### src/rtl/mem_arbiter.sv
// mem_arbiter: two-port (instruction/data) to single memory arbiter with data priority and ack timeout
module mem_arbiter #(
  parameter int unsigned TIMEOUT  = 255,
  parameter logic [31:0] ERR_DATA = 32'hDEADBEEF
) (
  input  logic        clk_i,
  input  logic        rst_i,
  input  logic        instr_rd_i,
  input  logic [31:0] instr_addr_i,
  output logic [31:0] instr_data_o,
  output logic        instr_ready_o,
  input  logic        data_rd_i,
  input  logic        data_wr_i,
  input  logic [31:0] data_addr_i,
  input  logic [31:0] data_wdata_i,
  output logic [31:0] data_rdata_o,
  output logic        data_ready_o,
  output logic        mem_req_o,
  output logic        mem_we_o,
  output logic [31:0] mem_addr_o,
  output logic [31:0] mem_wdata_o,
  input  logic [31:0] mem_rdata_i,
  input  logic        mem_ack_i,
  output logic        err_o
);
  localparam int CW = (TIMEOUT > 0) ? $clog2(TIMEOUT + 1) : 1;
  typedef enum logic [1:0] {IDLE, D_ACC, I_ACC} state_t;
  state_t        state_q, state_d;
  logic          req_q, req_d, we_q, we_d, err_q, err_d;
  logic          i_srv_q, i_srv_d, d_srv_q, d_srv_d;
  logic [31:0]   addr_q, addr_d, wdata_q, wdata_d, idata_q, idata_d, drdata_q, drdata_d;
  logic [CW-1:0] wait_q, wait_d;
  logic          d_req, adv, to, done;
  logic [31:0]   rd;
  assign d_req         = data_rd_i | data_wr_i;
  assign instr_ready_o = ~instr_rd_i | i_srv_q;
  assign data_ready_o  = ~d_req | d_srv_q;
  assign adv           = instr_ready_o & data_ready_o;
  // Timeout fires on the edge where the wait counter would reach TIMEOUT; a real ack wins.
  assign to            = (TIMEOUT != 0) && (state_q != IDLE) && !mem_ack_i && (wait_q == CW'(TIMEOUT - 1));
  assign done          = (state_q != IDLE) && (mem_ack_i || to);
  assign rd            = to ? ERR_DATA : mem_rdata_i;
  assign mem_req_o     = req_q;
  assign mem_we_o      = we_q;
  assign mem_addr_o    = addr_q;
  assign mem_wdata_o   = wdata_q;
  assign instr_data_o  = idata_q;
  assign data_rdata_o  = drdata_q;
  assign err_o         = err_q;
  // Next-state: start accesses from IDLE (data first), complete them on ack or timeout.
  always_comb begin
    state_d  = state_q;
    req_d    = req_q;
    we_d     = we_q;
    addr_d   = addr_q;
    wdata_d  = wdata_q;
    idata_d  = idata_q;
    drdata_d = drdata_q;
    wait_d   = wait_q;
    err_d    = err_q | to;
    i_srv_d  = adv ? 1'b0 : i_srv_q;
    d_srv_d  = adv ? 1'b0 : d_srv_q;
    case (state_q)
      IDLE: begin
        if (d_req && !d_srv_q && !adv) begin
          state_d = D_ACC;
          req_d   = 1'b1;
          we_d    = data_wr_i;
          addr_d  = data_addr_i;
          wdata_d = data_wdata_i;
          wait_d  = '0;
        end else if (instr_rd_i && !i_srv_q && !adv) begin
          state_d = I_ACC;
          req_d   = 1'b1;
          we_d    = 1'b0;
          addr_d  = instr_addr_i;
          wdata_d = '0;
          wait_d  = '0;
        end
      end
      D_ACC, I_ACC: begin
        if (done) begin
          state_d = IDLE;
          req_d   = 1'b0;
          we_d    = 1'b0;
          if (state_q == D_ACC) begin
            drdata_d = we_q ? drdata_q : rd;
            d_srv_d  = d_req ? 1'b1 : d_srv_d;
          end else begin
            idata_d = rd;
            i_srv_d = instr_rd_i ? 1'b1 : i_srv_d;
          end
        end else begin
          wait_d = wait_q + CW'(1);
        end
      end
      default: state_d = IDLE;
    endcase
  end
  // State and datapath registers, cleared immediately by reset.
  always_ff @(posedge clk_i or negedge rst_i) begin
    if (!rst_i) begin
      state_q  <= IDLE;
      req_q    <= 1'b0;
      we_q     <= 1'b0;
      addr_q   <= '0;
      wdata_q  <= '0;
      idata_q  <= '0;
      drdata_q <= '0;
      wait_q   <= '0;
      err_q    <= 1'b0;
      i_srv_q  <= 1'b0;
      d_srv_q  <= 1'b0;
    end else begin
      state_q  <= state_d;
      req_q    <= req_d;
      we_q     <= we_d;
      addr_q   <= addr_d;
      wdata_q  <= wdata_d;
      idata_q  <= idata_d;
      drdata_q <= drdata_d;
      wait_q   <= wait_d;
      err_q    <= err_d;
      i_srv_q  <= i_srv_d;
      d_srv_q  <= d_srv_d;
    end
  end
endmodule

### config.mk
export PLATFORM = sky130hd
export DESIGN_NAME = mem_arbiter
export DESIGN_NICKNAME = d
export VERILOG_FILES = /design/src/rtl/mem_arbiter.sv
export SDC_FILE = /design/constraint.sdc
export NUM_CORES = 1
export LEC_CHECK = 0
export CAP_MARGIN = 5
export CORE_ASPECT_RATIO = 1.75
export CORE_MARGIN = 5
export CORE_UTILIZATION = 42
export DETAILED_ROUTE_END_ITERATION = 10
export PLACE_DENSITY = 0.8
export SLEW_MARGIN = 40
export SYNTH_ARGS = -nofsm -noshare
export SYNTH_HDL_FRONTEND = slang
export SYNTH_SLANG_ARGS = --single-unit
### constraint.sdc
create_clock -name clk_i -period 2.4 [get_ports clk_i]
set_input_delay 0.6 -clock clk_i [delete_from_list [all_inputs] [get_ports clk_i]]
set_output_delay 0.6 -clock clk_i [all_outputs]
set_load 0.005 [all_outputs]
==> CHANGELOG.md <==
### Metrics

- Run status: completed
- CP top delay family: buffers and inverters
- Top comb family, area: multiplexers
- CP Capture Point: instr_ready_o
- Initial DRC count: approximately 180
- GPL Wtd Cong: 0.8015
- Setup TNS: 0 ns
- Max Fclk: about 0.43 GHz
- Die Width: around 100 um
- CP Class: input pin to output pin
- Mapped Area: approximately 0.0061 mm^2
- Vias per cell: about 5
- Leak: ~0.0041 uW
- Dpl ws: -0.08688 ns
- Ranking of synthesized cells by area: dfrtp_1 59%, mux2_2 11%, mux2i_1 5.7%, a22o_1 4.9%, o21ai_0 3.4%
- Setup Viol. Count Final: 0
- Met2 wire len: between 9000 and 10000 um
- Worst Path Buf+Inv: 3
- Comb. pwr: around 5300 uW
- Post-route ant nets: 0
- Plain + repair buffers: 286
- Initial antenna violation count: 0
- Worst VDD drop: about 0.6 mV
- Synth Area in Adders: around 1.0%
- FP Rows: just under 60
- YS chip area: between 0.006 and 0.007 mm^2
- Xor/xnor share: 0%
- Vias in the first global route: between 5000 and 6000
- Endpoints failing hold: 0
- Post-synth EDFFs: 0
- Fp util: a little over two fifths
- Max-cap violations: 0
- IO Port Bufs: ~270
- Hold Buf Count CTS: 0
- Top cell excl fill/tap: clkdlybuf4s50_1
- Hpwl dp: about 13000 um
- Most numerous logic cells after layout: 264 x clkdlybuf4s50_1, 143 x dfrtp_1, 61 x mux2_2
- Sequential Power Share: 35.2%
- RR Startpoint: state_q[0]
- Tool warnings: 29
- FF/Latch Area: between 0.003 and 0.004 mm^2
- DR pass1 iterations: 5
- Non-clock buffer share: slightly above 30%
- Endpoint type of the worst setup path: output pin
- Synth area leader: dfrtp_1
- Top cells by count, synth: 143 x dfrtp_1, 61 x mux2_2, 41 x o21ai_0
- First-pass GRT wire length: about 28000 um
- Pwr top: combinational cells
- Area Overhead vs Synth: 58.04%
- Gate power share: ~44%
- Levels on crit path: 4
- Clock power share: between 20% and 30%
- Distinct cells, synth: 40
- Synth Seq Share: 58.53%
- Highest metal used: met4
- Dpl cells: 910
- Cell breakdown of the critical path: clkdlybuf4s50_1 -> nor2b_2 -> inv_1 -> clkdlybuf4s50_1
- Finished Layout Cells: 942
- # diodes: 0
- Non-clk invs: 7
- Ratio of cells with drive above 1 in the final layout: between 10% and 20%
- Clock-cell share: under 10%
- Reg2Reg Depth: 7
- Worst path max stage delay: roughly 0.50 ns
- MI comb cells: slightly below 300
- CTS Root Cell: clkbuf_16
- Remaining DRCs: 0
- Ys flops: roughly 140
- Pin slew with the least headroom to its limit: between 0.5 and 0.6 ns
- Area leader share: around three fifths
- Mux share: 17.52%
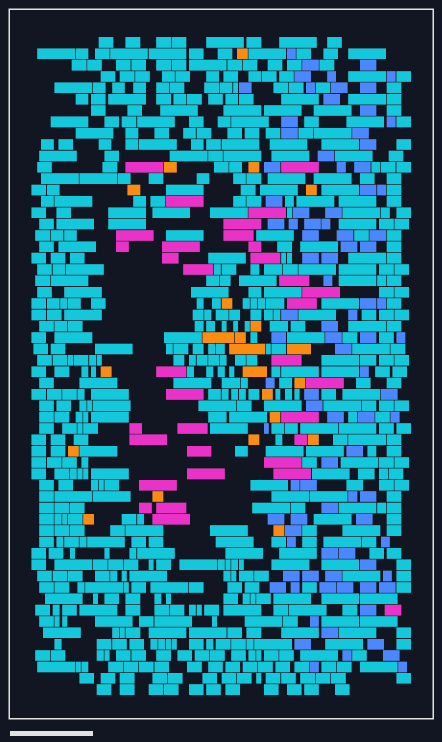
Figure 1: cells by drive strength.
The bar under the picture is 20 um long.
colour	size	cells	share
magenta	_6 and larger	34	4.5%
blue	_2 cells	92	12%
cyan	_0 and _1 cells	614	81%
orange	_3 and _4 cells	22	2.9%
design area: 0.009662 mm^2
fin worst setup slack: 0.07539 ns

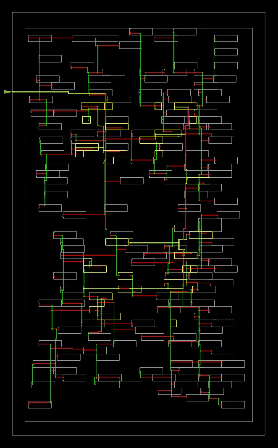
Figure 2: clock routing.
clk_lat worst skew: 0.41 ns
CTS buffer count: 17
clock buffers: 18
clk_skew: 0.008685 ns

Power figures rest on the tool's default switching activity, not on a simulated workload.
